## src/rtl/if_stage.sv

```systemverilog
// Instruction-fetch stage with IF/ID pipeline register: one-outstanding imem fetch,
// ID stall absorbed in a one-entry skid buffer, EX redirect flushes and discards wrong-path data.
module if_stage #(
    parameter logic [31:0] RESET_PC  = 32'h0000_0000,
    parameter logic [31:0] NOP_INSTR = 32'h0000_0013
) (
    input  logic        clk,
    input  logic        reset,
    input  logic        stall,
    input  logic        redirect,
    input  logic [31:0] redirect_pc,
    output logic        imem_req,
    output logic [31:0] imem_addr,
    input  logic        imem_rdy,
    input  logic [31:0] imem_rdata,
    output logic        if_id_valid,
    output logic [31:0] if_id_pc,
    output logic [31:0] if_id_instr
);

    localparam logic [1:0] S_FETCH   = 2'd0;
    localparam logic [1:0] S_HOLD    = 2'd1;
    localparam logic [1:0] S_DISCARD = 2'd2;

    logic [1:0]  state_q, state_d;
    logic [31:0] pc_q, pc_d;
    logic [31:0] stale_q, stale_d;
    logic [31:0] skid_pc_q, skid_pc_d;
    logic [31:0] skid_instr_q, skid_instr_d;
    logic        valid_q, valid_d;
    logic [31:0] id_pc_q, id_pc_d;
    logic [31:0] id_instr_q, id_instr_d;

    logic        new_vld;
    logic [31:0] new_pc, new_instr;
    logic [31:0] target;

    assign target = {redirect_pc[31:2], 2'b00};

    always_comb begin
        state_d      = state_q;
        pc_d         = pc_q;
        stale_d      = stale_q;
        skid_pc_d    = skid_pc_q;
        skid_instr_d = skid_instr_q;
        new_vld      = 1'b0;
        new_pc       = pc_q;
        new_instr    = imem_rdata;
        case (state_q)
            S_FETCH: begin
                if (redirect) begin
                    pc_d = target;
                    // Request still in flight: its response must be swallowed later.
                    if (!imem_rdy) begin
                        stale_d = pc_q;
                        state_d = S_DISCARD;
                    end
                end else if (imem_rdy) begin
                    pc_d = pc_q + 32'd4;
                    if (stall) begin
                        skid_pc_d    = pc_q;
                        skid_instr_d = imem_rdata;
                        state_d      = S_HOLD;
                    end else begin
                        new_vld = 1'b1;
                    end
                end
            end
            S_HOLD: begin
                if (redirect) begin
                    pc_d    = target;
                    state_d = S_FETCH;
                end else if (!stall) begin
                    new_vld   = 1'b1;
                    new_pc    = skid_pc_q;
                    new_instr = skid_instr_q;
                    state_d   = S_FETCH;
                end
            end
            S_DISCARD: begin
                if (redirect) pc_d = target;
                if (imem_rdy) state_d = S_FETCH;
            end
            default: state_d = S_FETCH;
        endcase

        // Flush beats stall; a stall holds the register; otherwise load or bubble.
        valid_d    = valid_q;
        id_pc_d    = id_pc_q;
        id_instr_d = id_instr_q;
        if (redirect || !stall) begin
            valid_d    = new_vld && !redirect;
            id_pc_d    = valid_d ? new_pc : 32'd0;
            id_instr_d = valid_d ? new_instr : NOP_INSTR;
        end
    end

    always_ff @(posedge clk) begin
        if (reset) begin
            state_q      <= S_FETCH;
            pc_q         <= RESET_PC;
            stale_q      <= 32'd0;
            skid_pc_q    <= 32'd0;
            skid_instr_q <= NOP_INSTR;
            valid_q      <= 1'b0;
            id_pc_q      <= 32'd0;
            id_instr_q   <= NOP_INSTR;
        end else begin
            state_q      <= state_d;
            pc_q         <= pc_d;
            stale_q      <= stale_d;
            skid_pc_q    <= skid_pc_d;
            skid_instr_q <= skid_instr_d;
            valid_q      <= valid_d;
            id_pc_q      <= id_pc_d;
            id_instr_q   <= id_instr_d;
        end
    end

    assign imem_req    = !reset && (state_q != S_HOLD);
    assign imem_addr   = (state_q == S_DISCARD) ? stale_q : pc_q;
    assign if_id_valid = valid_q;
    assign if_id_pc    = id_pc_q;
    assign if_id_instr = id_instr_q;

endmodule

```

## config.mk

```make
export PLATFORM = sky130hd
export DESIGN_NAME = if_stage
export DESIGN_NICKNAME = d
export VERILOG_FILES = /design/src/rtl/if_stage.sv
export SDC_FILE = /design/constraint.sdc
export NUM_CORES = 1
export LEC_CHECK = 0
export ABC_AREA = 1
export CAP_MARGIN = 15
export CORE_MARGIN = 2
export CORE_UTILIZATION = 49
export CTS_CLUSTER_DIAMETER = 80
export CTS_CLUSTER_SIZE = 24
export DETAILED_ROUTE_END_ITERATION = 6
export DONT_BUFFER_PORTS = 1
export PLACE_DENSITY_LB_ADDON = 0.2
export SYNTH_ARGS = -nofsm -noshare
export SYNTH_HDL_FRONTEND = slang
export SYNTH_SLANG_ARGS = --single-unit
```

## constraint.sdc

```tcl
create_clock -name clk -period 2.01 [get_ports clk]
set_input_delay 0.3015 -clock clk [delete_from_list [all_inputs] [get_ports clk]]
set_output_delay 0.3015 -clock clk [all_outputs]
set_load 0.02 [all_outputs]
```

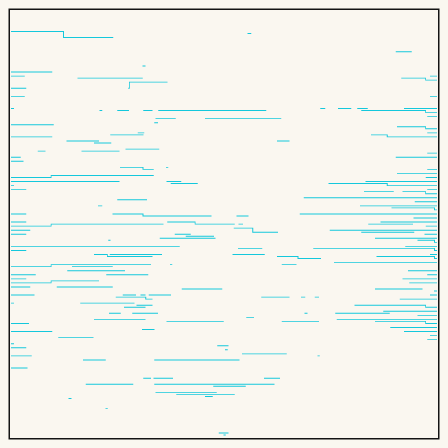
Fig. 1. Signal wires on met3 (run 1).
longest straight run = 56.4 µm
wire length on this layer = 2090 µm
nets with wire on the layer = 140
share of all routed wire = 8.0%

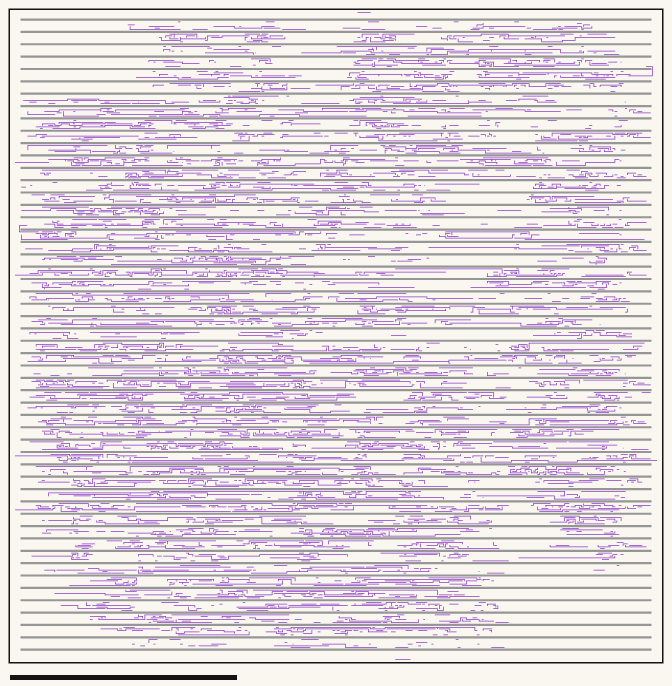
Fig. 2. Met1 routing (run 1).
Scale bar: 50 µm. Supply wires on this layer in gray.
share of all routed wire = 45%
longest straight run = 40.5 µm
nets with wire on the layer = 1429
wire length on this layer = 11800 µm

==> writeup.txt, run 1 <==
The max-slew violation total from the final report was 0. The biggest slice of the area belongs to multi-input combinational cells. The violation count after the first detailed-routing iteration came out at 681. The synthesis-to-layout area growth was 11.3%; the total power per unit cell area was 991 mW/mm². The maximum number of buffers from clock root to sink is 2. With the average wire length per cell after detail routing at 14.9 µm, the post-detailed-route via-to-cell ratio is 5.26. In the final routing, the length of wire on met1 measures 11800 µm. With the maximum fanout along the worst path at 19, the met2 track utilization from global routing is 0.402. The layout contains a multi-input combinational cell count of 1084.

In the detailed route, the total length drawn on met2 is 11700 µm. Once the clock tree was built, the resizer swapped 5 gates to a different size. The cell count of the worst reg-to-reg path works out to 10. The checks that failed: negative hold slack. The post-route fraction of the period consumed by the critical path is 0.969. The layout buffer count excluding clock buffers came out at 59. The global routing usage summed across all routing layers was 0.250. The setup path with the least slack is of type flop to output pin. The run gives 41400 µm for the wire length of the first global-routing pass. TritonCTS built the clock tree. The run gives 265 for the number of well taps. The horizontal die dimension was 144 µm; the area fraction in mux cells was 0. The clock net in this run drives a total of 191 sinks. The tools report the count of nets left with antenna violations after detail routing as 0. The tools report the count of buffers added by post-CTS timing repair for setup as 0. With the reported max-cap violation count at 0, the number of global-route vias before repair is 8163.

With the synthesized area divided by synthesized cell count at 6.40 µm², the number of synthesized register bits is 191. For the post-detailed-route DRC marker count, the log shows 0. The height of the chip was 144 µm; the number of warning messages in the logs was 36. For the number of failing hold endpoints at the final stage, the log shows 50.

The clock arrives with 12.1 ps of skew. The run gives 0.00487 mm² for the area of the multi-input gates. Detailed placement ended at an HPWL of 17600 µm.

The required time of the critical path is 1710 ps, and the post-synth design cell area is 0.00954 mm². The hold path depth works out to 1. The ratio of cells with drive above 1 in the final layout was 0.0715. As reported, the later end of the worst-skew pair has a clock insertion delay of 430 ps. The report lists the number of standard-cell rows as 51. The run finished, with violations left. Summed over all layers, the global routing overflow is 0.

The run gives 0.0523 for the non-clock buffer area fraction after layout. Per STA, the startpoint of the critical path is state_q[0]. The worst hold slack is -69.2 ps.

The global router reports that the layer with the highest usage is met2.
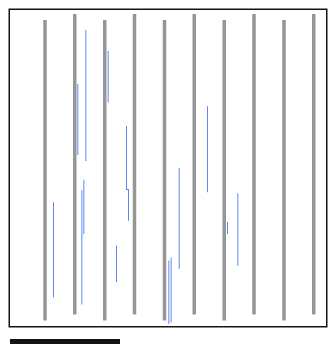
Fig. 3. Signal wires on met4 (run 1).
Scale bar: 50 µm. Supply wires on this layer in gray.
main direction = vertical
nets with wire on the layer = 11
share of all routed wire = 1.8%
wire length on this layer = 474 µm

-- run 1: power by group through the flow --
stage | sequential, W | combinational, W | clock, W
final | 0.00448 | 0.00260 | 0.00345
after global routing | 0.00453 | 0.00293 | 0.00366
after CTS | 0.00447 | 0.00253 | 0.00351
after detailed placement | 0.00456 | 0.00251 | 0
after global placement | 0.00455 | 0.00248 | 0
after floorplan | 0.00448 | 0.00183 | 0
-- run 1: cells in the mapped netlist --
library cell | instances | area, µm²
nor2_1 | 152 | 571
a22oi_1 | 1 | 7.51
a21oi_4 | 1 | 16.3
nand2_1 | 510 | 1910
o21ai_0 | 158 | 791
nand4_1 | 5 | 31.3
a31oi_1 | 2 | 12.5
o211ai_1 | 1 | 7.51
clkbuf_1 | 56 | 210
dfxtp_1 | 191 | 3820
a21oi_1 | 120 | 601
nor3_1 | 2 | 10.0
a211oi_1 | 62 | 465
buf_4 | 4 | 30.0
nand2_2 | 1 | 6.26
conb_1 | 1 | 3.75
inv_2 | 2 | 7.51
nand3_1 | 41 | 205
o31ai_1 | 2 | 15.0
nand3b_1 | 1 | 7.51
ha_1 | 4 | 50.1
inv_1 | 114 | 428
or2_2 | 2 | 12.5
buf_2 | 41 | 205
o21ai_1 | 13 | 65.1
nor2_4 | 4 | 45.0
-- run 1: per-stage QoR --
step           hold slack, ps  setup slack, ps  TNS [ps]  power, W
6_report                -69.2             62.7         0    0.0105
3_3_place_gp              383              206         0   0.00702
3_5_place_dp              386              108         0   0.00707
2_1_floorplan             425              332         0   0.00631
5_1_grt                 -89.2           -0.216    -0.216    0.0111
4_1_cts                 -80.0             6.05         0    0.0105
-- run 1: critical path, cell delays in order, from the launching register on --
cell and delay [ps]:
dfxtp_1 350, inv_2 70, ha_4 210, clkbuf_16 190, o21ai_1 210, buf_4 180
==> inputs of run 2 (changes only) <==
Settings changed: CORE_UTILIZATION 49 to 35.
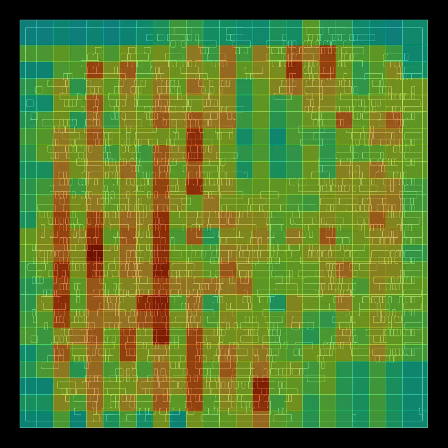
Fig. 4. Congestion heat map (run 2).
final routed wire length divided by cell count: 15.6 µm
met3 usage in global routing: 0.0528
met2 capacity usage during global routing: 0.323
met1 GRT Util: 0.276
layer carrying the most global-route usage: met2

==> run 2 against run 1 <==
The run still ends with negative hold slack left. Sequential share of layout area shrank 0.43 points. Via count about the same. Sequential power barely moved. Worst hold slack gained 16 ps. Global-route usage is 4.7 points lower. First-iteration DRC count increased by 2.5%. Largest cell class unchanged.
==> writeup.txt, run 2 <==
The flow ran to the end, but the final reports show violations. The checks that failed: negative hold slack. The number of failing hold endpoints at the final stage was 17 (-66%); the count of library flops with an enable pin was 0 (unchanged). The ratio of cells with drive above 1 in the final layout was 0.0714 (-0.000144).

Summed over all instances, the cell type with the most area after synthesis is dfxtp_1. For the cell leakage power, the log shows 4.00 nW. The run gives 0 (unchanged) for the count of nets left with antenna violations after detail routing. The worst-skew pair later-pin latency is 430 ps (about the same), and the number of warning messages in the logs is 37 (+2.8%).

Entering global routing, the biggest net connects 151 pins. The most frequently used cell type in the post-synthesis netlist was nand2_1. TritonCTS built the clock tree. Floorplan row count: 60 (+18%). The run gives 0.0106 W (+0.78%) as the total chip power.

The post-detailed-route DRC marker count was 0 (unchanged). The wire length of the first global-routing pass was 46900 µm (+13%). Post-detailed-route via-to-cell ratio: 5.03 (-4.4%). For the global routing usage summed across all routing layers, the log shows 0.203 (-0.0469).

Hold path depth: 1 (unchanged). The critical path's largest stage delay works out to 390 ps (+40 ps). The main area contributors are dfxtp_1 40%, nand2_1 20%, o21ai_0 8.3%. The run gives 0.954 (-0.0152) for the post-route fraction of the period consumed by the critical path. The run gives 0.00954 mm² (unchanged) for the post-synth design cell area.

The timing report shows the most common cell along the critical path to be nor2_1. Max-slew violation total from the final report: 0 (unchanged). Setup repair after global routing could not meet its margin everywhere.

Sink count of the clock tree: 191 (unchanged). The maximum fanout along the worst path was 27 (+8). The family of cells with the greatest summed delay on the critical path is simple AND/OR/NAND/NOR gates. Maximum number of buffers from clock root to sink: 2 (unchanged). The tools report the critical path startpoint as state_q[1]. The tools report the required time of the critical path as 2350 ps (+640 ps). The detailed router placed 9192 vias in this run.

With the final setup skew at 11.4 ps (-0.639 ps), the area fraction of the dominant cell type after synthesis is 0.401 (unchanged). The worst hold slack is -53.5 ps (+15.7 ps), and the height of the chip is 169 µm (+18%). The commonest register cell is dfxtp_1. The number of synthesized register bits is 191 (unchanged). The synthesized area divided by synthesized cell count was 6.40 µm² (unchanged); the total power per unit cell area was 988 mW/mm² (-0.39%). The final timing report counts setup violations totalling 0.

The run gives 19200 µm (+9.3%) for the placed wire-length estimate after detailed placement. Horizontal die dimension: 169 µm (+18%). The run gives 0 (unchanged) for the fraction of registers with async set or reset after synthesis. The count of buffer and inverter cells on the critical path came out at 2 (-1). The slew at the pin with the worst max-slew slack works out to 533 ps.

The commonest cells after synthesis are 510 x nand2_1, 191 x dfxtp_1, 158 x o21ai_0. The final layout contains routed wiring with a total length of 28500 µm. The total congestion overflow was 0 (unchanged); the cell count of the worst reg-to-reg path was 8 (-2). The critical path goes through inv_1 > ha_1 > nor2_4 > buf_4 > nor2_1 > nor2_1 > nor2_1 > a211oi_1. The reported max-cap violation count was 0 (unchanged). The critical path in this run is classified as flop to flop.

Violation count after the first detailed-routing iteration: 698 (+2.5%). The tools report the number of global-route vias before repair as 8545 (+4.7%). Between the synthesized netlist and the finished layout, the area growth was recorded as 12.6%.
run 2: cell families after synthesis:
group	synth area share
fa+ha+maj	0.00525
buf+inv	0.0923
compound gates	0.208
simple gates	0.294
flops	0.401
other cells	0.000393
run 2: worst max-delay path by stage:
stage                                to  slack, ps
after CTS                 imem_addr[18]          4
after global routing           pc_q[21]        -40
after floorplan           imem_addr[10]        330
final                          pc_q[10]         90
after global placement         pc_q[10]        200
after detailed placement        pc_q[6]        180
run 2: metrics by stage:
stage	setup WS [ps]	util	instance area [µm²]	setup TNS, ps
4_1_cts	3.86	0.399	10700	0
2_1_floorplan	332	-	9550	0
5_1_grt	-42.9	0.400	10700	-236
3_5_place_dp	177	0.376	10100	0
6_report	93.3	0.400	10700	0
3_3_place_gp	199	0.376	10100	0
run 2: where the power goes:
part           switching (W)  internal, W  leakage (nW)
registers           0.000348      0.00415          1.56
logic                0.00167     0.000958          2.15
clock network        0.00156      0.00192         0.292
total                0.00358      0.00703          4.00
run 2: metal layers:
metal  vias up  wire length, µm  GRT usage
met2       232            12700      0.323
li1       4768                -          -
met4         2              376     0.0479
met1      4164            13300      0.276
met5         -               13          0
met3        26             2060     0.0528
run 2: repair_timing:
action	in CTS	in global routing
endpoints found under the setup margin	8	28
hold endpoints to repair	148	113
pin swaps	0	1
gates resized	7	7
buffers inserted	0	3
run 2: area by class of cell:
type,instances,area [µm²]
Clock buffer,21,460
Multi-Input combinational cell,1084,4870
Inverter,116,438
Clock inverter,11,131
Timing Repair Buffer,62,591
Tap cell,341,427
Fill cell,2918,16100
Sequential cell,191,3820
==> inputs of run 3 (changes only) <==
Settings changed: CAP_MARGIN 15 to default, CORE_ASPECT_RATIO from default to 0.5.
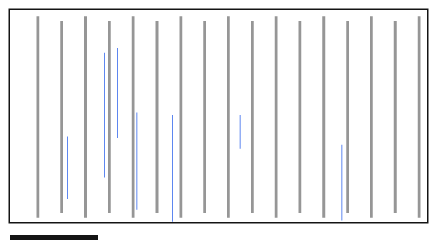
Fig. 5. Signal wires on met4 (run 3).
Scale bar: 50 µm. Supply wires on this layer in gray.
main direction = vertical
longest straight run = 70.7 µm
share of all routed wire = 1.1%
nets with wire on the layer = 6
wire length on this layer = 335 µm

==> run 3 against run 2 <==
The run still ends with negative hold slack left. Clock-buffer cell count up 1. Final cell count up 0.88%. Area after synthesis unchanged. Combinational power up 9.5%. Global-route usage up 0.98 points. Sequential power about the same. Total power up 0.81%. Clock skew down 3.2 ps. Non-clock buffer count up 5. Register-to-register slack worse by 40 ps. Highest routed layer is now met4.
==> writeup.txt, run 3 <==
The flow ran to the end, but the final reports show violations. The final reports fail on negative hold slack. The number of warning messages in the logs works out to 40 (+8.1%).

The utilization of the core after routing is 0.408 (+0.00848). The post-route fraction of the period consumed by the critical path is 1.00 (+0.0460). TritonCTS built the clock tree.

The most used flip-flop cell is dfxtp_1. The kind of cell with the highest combined delay along the critical path is buffers and inverters. The number of synthesized register bits was 191 (unchanged); the violation count after the first detailed-routing iteration was 893 (+28%).

The routed wire length was 30400 µm (+6.6%); the required time of the critical path was 1710 ps (-640 ps). Looking at the gate-level netlist, the highest instance count belongs to nand2_1. The maximum fanout along the worst path came out at 11 (-59%). The share of total power in combinational logic was 0.269 (+0.021).

The critical path startpoint was state_q[0]. Per report_power, the top consumer among the power groups is sequential cells. The final setup skew was 8.25 ps (-3.17 ps). The flip-flop and latch power is 0.00451 W (about the same), and the synthesis-to-layout area growth is 13.7%.

Area fraction in mux cells: 0 (unchanged). The run gives 0.00288 W (+9.5%) as the power in combinational cells. The synthesis run shows the most used standard cells to be 510 x nand2_1, 191 x dfxtp_1, 158 x o21ai_0. The run gives 0.422 (-0.002) for the register share of total power. The run gives 0 (unchanged) as the reported max-cap violation count. The adder and majority gate portion of the synthesized area works out to 0.00525 (unchanged). The cell leakage power is 4.04 nW (+1.1%), and the count of buffer and inverter cells on the critical path is 3 (+1).

Timing endpoint of the critical path: imem_addr[15]. The post-detailed-route DRC marker count is 0 (unchanged). For the worst-skew pair later-pin latency, the log shows 440 ps (about the same).

The run gives 0.00699 W (-0.57%) for the internal power summed over all cells. The tools report the via count as 9483 (+3.2%). The critical path's largest stage delay is 330 ps (-60 ps), and the fraction of registers with async set or reset after synthesis is 0 (unchanged). The basic-gate share of the synthesized area counting and, or, nand and nor cells is 0.294 (unchanged). The net switching power came out at 0.00370 W (+3.5%). Count of nets left with antenna violations after detail routing: 0 (unchanged). The synthesized area divided by synthesized cell count works out to 6.40 µm² (unchanged). The number of failing hold endpoints at the final stage is 66 (+49). Type of the setup path with the least slack: flop to output pin. The share of the synthesized netlist area taken by xor and xnor gates is 0 (unchanged), and the height of the chip is 121 µm (-29%). The ratio of cells with drive above 1 in the final layout came out at 0.0792 (+0.00787). The run gives 0.401 (unchanged) for the area fraction of the dominant cell type after synthesis.

With the worst hold slack at -70.2 ps (-16.7 ps), the final worst setup slack is 0.824 ps (-92.5 ps). The run gives 0.346 (+0.00905) for the switching part of the total. Average wire length per cell after detail routing: 16.5 µm (+5.7%).

The part of the power in the clock network came out at 0.309 (-0.019).
## run 3: cell types whose count changed in the layout (fill, tap and decap cells not counted), moves of 2 or more
| cell | change |
|---|---|
| o21ai_0 | -21 |
| o21ai_1 | +15 |
| buf_6 | +5 |
| o21ai_2 | +4 |
| clkinv_4 | -3 |
| bufbuf_16 | +2 |
| clkinvlp_4 | +2 |
| dfxtp_1 | -2 |
| dfxtp_2 | +2 |
| o21ai_4 | +2 |
## run 3: metal layers
layer	track usage	vias up	routed length, µm	part of all wire
li1	-	4787	-	-
met1	0.302	4426	14600	0.48
met2	0.329	254	13600	0.45
met3	0.0450	16	1900	0.063
met4	0.0503	0	334	0.011
met5	0	-	0	0
## run 3: worst min-delay path by stage
stage	cells after the start	endpoint	slack (ps)	from
after floorplan	2	skid_pc_q[1]	430	skid_pc_q[1]
after CTS	1	if_id_instr[31]	-100	reset
after global routing	1	if_id_instr[31]	-100	reset
after global placement	1	if_id_instr[2]	380	reset
final	1	if_id_instr[31]	-70	reset
after detailed placement	1	if_id_instr[31]	380	reset
## run 3: repair_timing
action | CTS | global route
cloned | 2 | 0
endpoints found under the setup margin | 17 | 40
endpoints found under the hold margin | 148 | 148
gates resized | 34 | 15
pin swaps | 1 | 0
## run 3: area by class of cell
class                           instances  area [µm²]
Tap cell                              352         440
Sequential cell                       191        3830
Antenna cell                            1        2.50
Fill cell                            2866       15700
Timing Repair Buffer                   67         684
Inverter                              116         435
Multi-Input combinational cell       1084        4910
Clock inverter                          9        86.3
Clock buffer                           22         464
## run 3: per-stage QoR
stage / TNS [ps] / power [W]
6_report: 0 / 0.0107
5_1_grt: -1150 / 0.0113
4_1_cts: -22.2 / 0.0107
3_5_place_dp: 0 / 0.00726
3_3_place_gp: 0 / 0.00721
2_1_floorplan: 0 / 0.00631
No activity file was given, so power comes from the tool's default toggle rates.
